===== src/rtl/alu_seq_param.sv =====
// Parametrised sequential ALU: add/and/or/gt/lt/shl in one cycle, shift-add mul and restoring div iteratively.
// Latency: single-cycle ops show out_valid after the accept edge; mul/div after WIDTH further edges.
// Backpressure: in_ready only in IDLE; while out_ready is low the result and flags hold in DONE.
module alu_seq_param #(
   parameter int WIDTH = 16
) (
   input  logic                 clk,
   input  logic                 rst_n,
   input  logic                 in_valid,
   output logic                 in_ready,
   input  logic [WIDTH-1:0]     d_in_1,
   input  logic [WIDTH-1:0]     d_in_2,
   input  logic [2:0]           alu_op,
   output logic                 out_valid,
   input  logic                 out_ready,
   output logic [2*WIDTH-1:0]   d_out,
   output logic                 z_flag,
   output logic                 a_grt_b,
   output logic                 b_grt_a,
   output logic                 div_zero
);

   localparam logic [2:0] OP_ADD = 3'b000;
   localparam logic [2:0] OP_MUL = 3'b001;
   localparam logic [2:0] OP_AND = 3'b010;
   localparam logic [2:0] OP_OR  = 3'b011;
   localparam logic [2:0] OP_DIV = 3'b100;
   localparam logic [2:0] OP_GT  = 3'b101;
   localparam logic [2:0] OP_LT  = 3'b110;
   localparam logic [2:0] OP_SHL = 3'b111;

   localparam logic [1:0] ST_IDLE = 2'b00;
   localparam logic [1:0] ST_BUSY = 2'b01;
   localparam logic [1:0] ST_DONE = 2'b10;

   localparam int             CW      = $clog2(WIDTH);
   localparam logic [CW-1:0]  LP_LAST = CW'(WIDTH - 1);
   localparam logic [CW-1:0]  LP_ONE  = {{(CW-1){1'b0}}, 1'b1};

   logic [1:0]          r_state;
   logic [2:0]          r_op;
   logic [WIDTH-1:0]    r_a;
   logic [WIDTH-1:0]    r_b;
   logic [CW-1:0]       r_cnt;
   // Iteration pair: mul keeps {partial product high, multiplier/product low};
   // div keeps {partial remainder, dividend shifting out / quotient shifting in}.
   logic [WIDTH-1:0]    r_hi;
   logic [WIDTH-1:0]    r_lo;
   logic [2*WIDTH-1:0]  r_dout;
   logic                r_z;
   logic                r_gt;
   logic                r_lt;
   logic                r_div_zero;

   logic [WIDTH-1:0]    w_add_a;
   logic [WIDTH:0]      w_sum;
   logic [WIDTH:0]      w_trial;
   logic [WIDTH-1:0]    w_hi_nxt;
   logic [WIDTH-1:0]    w_lo_nxt;
   logic [WIDTH:0]      w_add;
   logic [WIDTH-1:0]    w_shl;
   logic [2*WIDTH-1:0]  w_res1;
   logic [WIDTH-1:0]    w_fa;
   logic [WIDTH-1:0]    w_fb;
   logic                w_accept;
   logic                w_multi;

   assign w_accept = in_valid && (r_state == ST_IDLE);
   assign w_multi  = (alu_op == OP_MUL) || (alu_op == OP_DIV);

   // One iteration step of shift-add multiply or restoring divide
   always_comb begin
      w_add_a  = r_lo[0] ? r_a : '0;
      w_sum    = {1'b0, r_hi} + {1'b0, w_add_a};
      // Minuend is < 2*divisor, so bit WIDTH of the difference is a clean borrow flag
      w_trial  = {r_hi, r_lo[WIDTH-1]} - {1'b0, r_b};
      w_hi_nxt = r_hi;
      w_lo_nxt = r_lo;
      if (r_op == OP_MUL) begin
         w_hi_nxt = w_sum[WIDTH:1];
         w_lo_nxt = {w_sum[0], r_lo[WIDTH-1:1]};
      end else if (!w_trial[WIDTH]) begin
         w_hi_nxt = w_trial[WIDTH-1:0];
         w_lo_nxt = {r_lo[WIDTH-2:0], 1'b1};
      end else begin
         w_hi_nxt = {r_hi[WIDTH-2:0], r_lo[WIDTH-1]};
         w_lo_nxt = {r_lo[WIDTH-2:0], 1'b0};
      end
   end

   // Single-cycle results straight from the inputs, captured on the accept edge
   always_comb begin
      w_add  = {1'b0, d_in_1} + {1'b0, d_in_2};
      // A shift amount of WIDTH or more shifts every bit out, giving zero
      w_shl  = d_in_1 << d_in_2;
      w_res1 = '0;
      case (alu_op)
         OP_ADD:  w_res1 = {{(WIDTH-1){1'b0}}, w_add};
         OP_AND:  w_res1 = {{WIDTH{1'b0}}, d_in_1 & d_in_2};
         OP_OR:   w_res1 = {{WIDTH{1'b0}}, d_in_1 | d_in_2};
         OP_GT:   w_res1 = {{(2*WIDTH-1){1'b0}}, (d_in_1 > d_in_2)};
         OP_LT:   w_res1 = {{(2*WIDTH-1){1'b0}}, (d_in_1 < d_in_2)};
         OP_SHL:  w_res1 = {{WIDTH{1'b0}}, w_shl};
         default: w_res1 = '0;
      endcase
   end

   // Compare flags come from the live inputs on accept, from latched operands at the end of BUSY
   always_comb begin
      w_fa = (r_state == ST_IDLE) ? d_in_1 : r_a;
      w_fb = (r_state == ST_IDLE) ? d_in_2 : r_b;
   end

   // Control FSM and result/flag registers
   always_ff @(posedge clk or negedge rst_n) begin
      if (!rst_n) begin
         r_state    <= ST_IDLE;
         r_op       <= OP_ADD;
         r_a        <= '0;
         r_b        <= '0;
         r_cnt      <= '0;
         r_hi       <= '0;
         r_lo       <= '0;
         r_dout     <= '0;
         r_z        <= 1'b0;
         r_gt       <= 1'b0;
         r_lt       <= 1'b0;
         r_div_zero <= 1'b0;
      end else begin
         case (r_state)
            ST_IDLE: begin
               if (w_accept) begin
                  r_a        <= d_in_1;
                  r_b        <= d_in_2;
                  r_op       <= alu_op;
                  r_cnt      <= '0;
                  r_div_zero <= 1'b0;
                  if (w_multi) begin
                     r_hi    <= '0;
                     r_lo    <= (alu_op == OP_MUL) ? d_in_2 : d_in_1;
                     r_state <= ST_BUSY;
                  end else begin
                     r_dout  <= w_res1;
                     r_z     <= (w_fa == w_fb);
                     r_gt    <= (w_fa >  w_fb);
                     r_lt    <= (w_fa <  w_fb);
                     r_state <= ST_DONE;
                  end
               end
            end
            ST_BUSY: begin
               r_hi  <= w_hi_nxt;
               r_lo  <= w_lo_nxt;
               r_cnt <= r_cnt + LP_ONE;
               if (r_cnt == LP_LAST) begin
                  // Both mul and div leave {high half, low half} in the result order we publish
                  r_dout     <= {w_hi_nxt, w_lo_nxt};
                  r_z        <= (w_fa == w_fb);
                  r_gt       <= (w_fa >  w_fb);
                  r_lt       <= (w_fa <  w_fb);
                  r_div_zero <= (r_op == OP_DIV) && (r_b == '0);
                  r_state    <= ST_DONE;
               end
            end
            ST_DONE: begin
               if (out_ready) begin
                  r_state <= ST_IDLE;
               end
            end
            default: r_state <= ST_IDLE;
         endcase
      end
   end

   assign in_ready  = (r_state == ST_IDLE);
   assign out_valid = (r_state == ST_DONE);
   assign d_out     = r_dout;
   assign z_flag    = r_z;
   assign a_grt_b   = r_gt;
   assign b_grt_a   = r_lt;
   assign div_zero  = r_div_zero;

endmodule


===== config.mk =====
export PLATFORM = sky130hd
export DESIGN_NAME = alu_seq_param
export DESIGN_NICKNAME = d
export VERILOG_FILES = /design/src/rtl/alu_seq_param.sv
export SDC_FILE = /design/constraint.sdc
export NUM_CORES = 1
export LEC_CHECK = 0
export ABC_AREA = 1
export CORE_MARGIN = 5
export CORE_UTILIZATION = 30
export CTS_CLUSTER_SIZE = 8
export DETAILED_ROUTE_END_ITERATION = 12
export GPL_TIMING_DRIVEN = 0
export PLACE_DENSITY_LB_ADDON = 0.15
export SETUP_SLACK_MARGIN = 0.02
export SLEW_MARGIN = 10
export SYNTH_ARGS = -nofsm -noshare
export SYNTH_HDL_FRONTEND = slang
export SYNTH_SLANG_ARGS = --single-unit
export TNS_END_PERCENT = 100

===== constraint.sdc =====
create_clock -name clk -period 2.6 [get_ports clk]
set_clock_uncertainty 0.05 [all_clocks]
set_input_delay 0.52 -clock clk [delete_from_list [all_inputs] [get_ports clk]]
set_output_delay 0.52 -clock clk [all_outputs]
set_load 0.01 [all_outputs]

### Zoomed window, run 1

Region (82, 82) to (112, 112) um. Cells in gray, sequential cells in the stronger gray; small squares are vias.
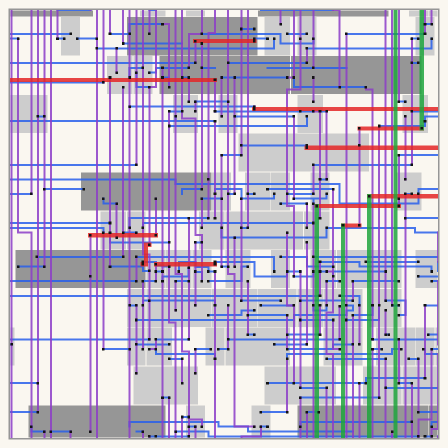
Blue marks met1. Green marks met4. Purple marks met2. Red marks met3.
59 logic cells have their middle in the window. Most frequent: nand2_1 (14), o21ai_0 (9), dfrtp_1 (6). Sequential cells in the window: 7. Netlist names of flops here include `r_b` (4), `r_a` (3).

### Gate-type map, run 1

Scale: 2 px per um.
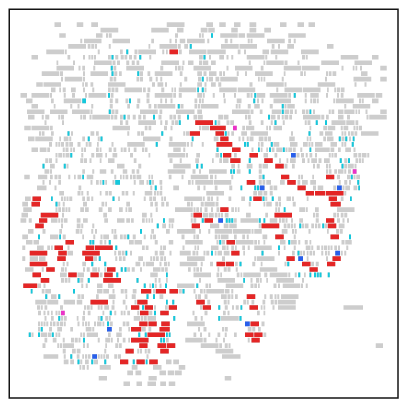
Blue marks AND-OR and OR-AND gates, cells 9, most used a21o_1. Cyan marks inverters, cells 171, most used inv_1. Magenta marks AND and OR gates, cells 3, most used or2_2. Red marks adder and majority cells, cells 100, most used ha_1.
Cell Count, Final, Fillers Out: 2111
Comb area share: 0.554

### Wiring heat map, run 1

Scale: 1.5 px per um. The die is cut into 39 by 39 equal tiles; dark purple is low, yellow is high, scaled to the fullest tile. Values are wire area over tile area, all layers added.
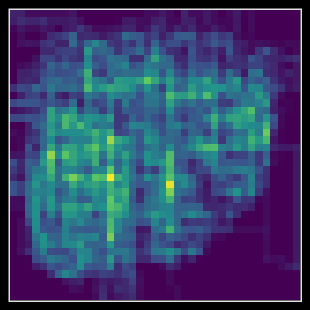
11% of the tiles are over half the peak. The emptiest ninth of the die: south-east. The mean over all tiles is 0.18.
via count: 11100
WL final: 43300 um
average wire per standard cell: 20.5 um
All-Layer GR Usage: 0.221

==> impl_metrics.csv, run 1 <==
group,metric,value,unit
final_layout,clock_area_frac,0.0242,
global_routing,grt_overflow,0,
drt,highest_layer,"met4",
run_status,status,"complete, no violations",
power,sequentialPowerShare,0.218,
critical_path,cp_slowest_cell,"clkdlybuf4s50_1",
die,floorplanUtilization,0.303,
synth,yosysUniqueCellTypes,48,
critical_path,r2r_start,"r_lo[15]",
power,power_leader,"combinational cells",
synth,ys_sh_mux,0.00111,
timing,whs,0.0143,ns
synth,yosys_most_used_dff,"dfrtp_1",
placement,place_congestion,0.983,
drt,via_per_inst,5.28,
synth,async_reset_ff_frac,1.00,
drt,drt-initial-drc-count,763,
power,p_comb_frac,0.678,
global_routing,met1_usage,0.280,
clocking,path_clk_slew,0.08,ns
critical_path,critPathKind,"primary input to flip-flop",
critical_path,worstPathRequired,2.83,ns
final_layout,buf_share,0.108,
placement,port_buffers,76,
synth,yosys.area.top_type,"dfrtp_1",
critical_path,crit_path_end_kind,"flip-flop",
synth,synth_area,10100,um2
placement,dp_cells,2071,
synth,ys_cells,1546,
synth,synth_simple_gate_area_share,0.297,
timing,setup_viol_count_final,0,
drt,drc,0,
critical_path,max_stage_delay,0.65,ns
clocking,ctsResizeCount,151,
### Signal wires by layer, run 1

Scale: 2 px per um. Two of the layers only.
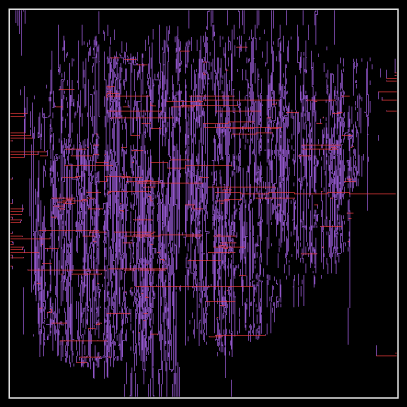

==> inputs of run 2 (changes only) <==
--- a/config.mk
+++ b/config.mk
@@ -6,8 +6,7 @@
 export NUM_CORES = 1
 export LEC_CHECK = 0
 export ABC_AREA = 1
-export CORE_MARGIN = 5
-export CORE_UTILIZATION = 30
+export CORE_UTILIZATION = 55
 export CTS_CLUSTER_SIZE = 8
 export DETAILED_ROUTE_END_ITERATION = 12
 export GPL_TIMING_DRIVEN = 0
### Signal wires by layer, run 2

Scale: 3 px per um. Two of the layers only.
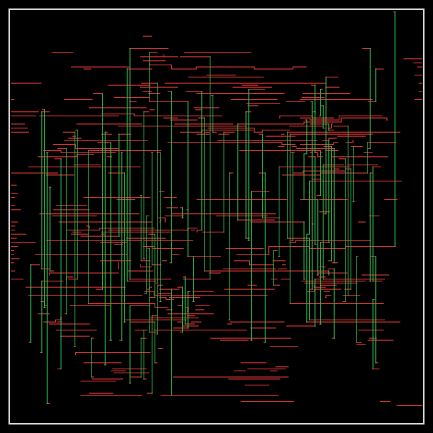
Green marks met4, wire length 3420 um. Red marks met3, wire length 3510 um.
average wire per standard cell: 20.4 um
WL final: 38500 um
via count: 11500
All-Layer GR Usage: 0.407

### Cell placement, run 2

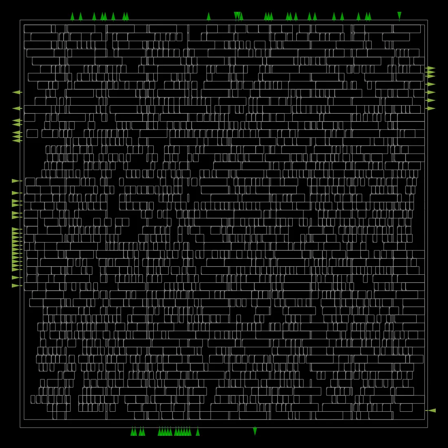
core area: 18000 um2
Util after Layout: 0.689
flop count: 109
num rows: 49

==> impl_metrics.csv, run 2 <==
group,metric,value,unit
synth,yosys_most_used_dff,"dfrtp_1",
synth,synth_area,10100,um2
critical_path,critPathKind,"flip-flop to flip-flop",
drt,drt-initial-drc-count,1356,
placement,dpl.hpwl,29400,um
synth,yosysUniqueCellTypes,48,
global_routing,grt_overflow,0,
drt,drc,0,
timing,setup_slack,-0.0935,ns
power,p_comb_frac,0.692,
synth,yosys.area.top_type,"dfrtp_1",
die,chip_area,18900,um2
timing,whs,0.0111,ns
clocking,path_clk_slew,0.09,ns
clocking,cts_setup_buffers,4,
global_routing,grt_pass1_wl,57100,um
run_status,status,"finished, violations left",
drt,wl_met3,3510,um
drt,via_per_inst,6.11,
synth,async_reset_ff_frac,1.00,
synth,synth_seq_share,0.270,
final_layout,clock_area_frac,0.0243,
placement,port_buffers,76,
synth,xor_share,0.0147,
run_status,violations,"setup timing",
final_layout,buffers,150,
final_layout,final_cells,1882,
placement,place_congestion,1.06,
critical_path,cp_slowest_cell,"dfrtp_1",
placement,dp_cells,1852,
synth,ys_sh_adder,0.126,
final_layout,buf_share,0.107,
power,sequentialPowerShare,0.213,
final_layout,comb_share,0.573,
synth,ys_cells,1546,
clocking,ctsResizeCount,103,
critical_path,worstPathRequired,2.80,ns
timing,setup_viol_count_final,32,
synth,synth_simple_gate_area_share,0.297,
critical_path,max_stage_delay,0.68,ns
clocking,worstSkewPairLatency,0.37,ns
drt,highest_layer,"met5",
synth,ys_sh_mux,0.00111,
power,power_leader,"combinational cells",
power,peakVddDrop,1.57,mV
critical_path,crit_path_end_kind,"flip-flop",
die,floorplanUtilization,0.561,
==> inputs of run 3 (changes only) <==
--- a/config.mk
+++ b/config.mk
@@ -12,7 +12,7 @@
 export GPL_TIMING_DRIVEN = 0
 export PLACE_DENSITY_LB_ADDON = 0.15
 export SETUP_SLACK_MARGIN = 0.02
-export SLEW_MARGIN = 10
+export SLEW_MARGIN = 20
 export SYNTH_ARGS = -nofsm -noshare
 export SYNTH_HDL_FRONTEND = slang
 export SYNTH_SLANG_ARGS = --single-unit
### Zoomed window, run 3

Region (54, 54) to (84, 84) um. Cells in gray, sequential cells in the stronger gray; small squares are vias.
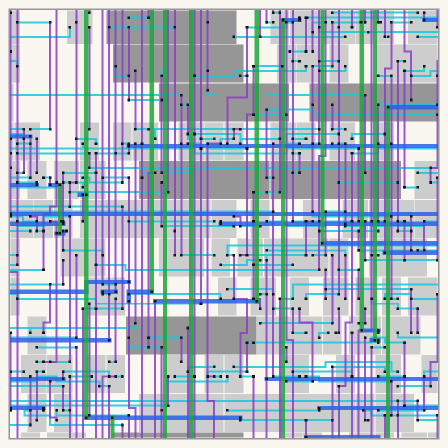

### Signal wires by layer, run 3

Scale: 3 px per um. Two of the layers only.
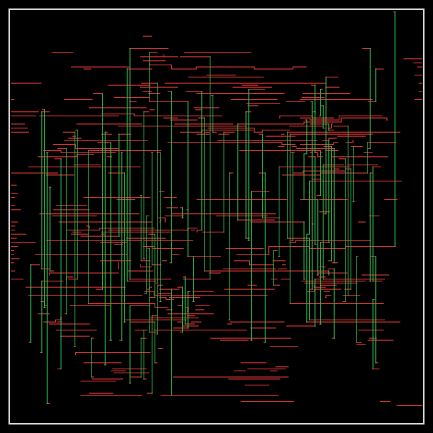
Green marks met4, wire length 3420 um. Red marks met3, wire length 3510 um.

==> impl_metrics.csv, run 3 <==
group,metric,value,unit
synth,async_reset_ff_frac,1.00,
critical_path,worstPathRequired,2.80,ns
global_routing,grt_usage,0.407,
critical_path,critPathKind,"flip-flop to flip-flop",
die,chip_area,18900,um2
clocking,path_clk_slew,0.09,ns
global_routing,grt_pass1_wl,57100,um
final_layout,comb_share,0.573,
critical_path,max_stage_delay,0.68,ns
die,fp-row-count,49,
clocking,cts_setup_buffers,4,
drt,wl_per_cell,20.4,um
run_status,violations,"setup timing",
critical_path,cp_slowest_cell,"dfrtp_1",
timing,whs,0.0111,ns
placement,port_buffers,76,
placement,dpl.hpwl,29400,um
final_layout,ff_count,109,
critical_path,crit_path_end_kind,"flip-flop",
global_routing,grt_overflow,0,
critical_path,r2r_start,"r_hi[12]",
synth,synth_simple_gate_area_share,0.297,
drt,drc,0,
drt,vias,11500,
final_layout,clock_area_frac,0.0243,
drt,drt-initial-drc-count,1356,
power,sequentialPowerShare,0.213,
timing,setup_viol_count_final,32,
synth,ys_sh_adder,0.126,
final_layout,final_cells,1882,
synth,ys_cells,1546,
power,peakVddDrop,1.57,mV
die,floorplanUtilization,0.561,
run_status,status,"finished, violations left",
timing,setup_slack,-0.0935,ns
placement,place_congestion,1.06,
synth,yosys.area.top_type,"dfrtp_1",
No activity file was given, so power comes from the tool's default toggle rates.
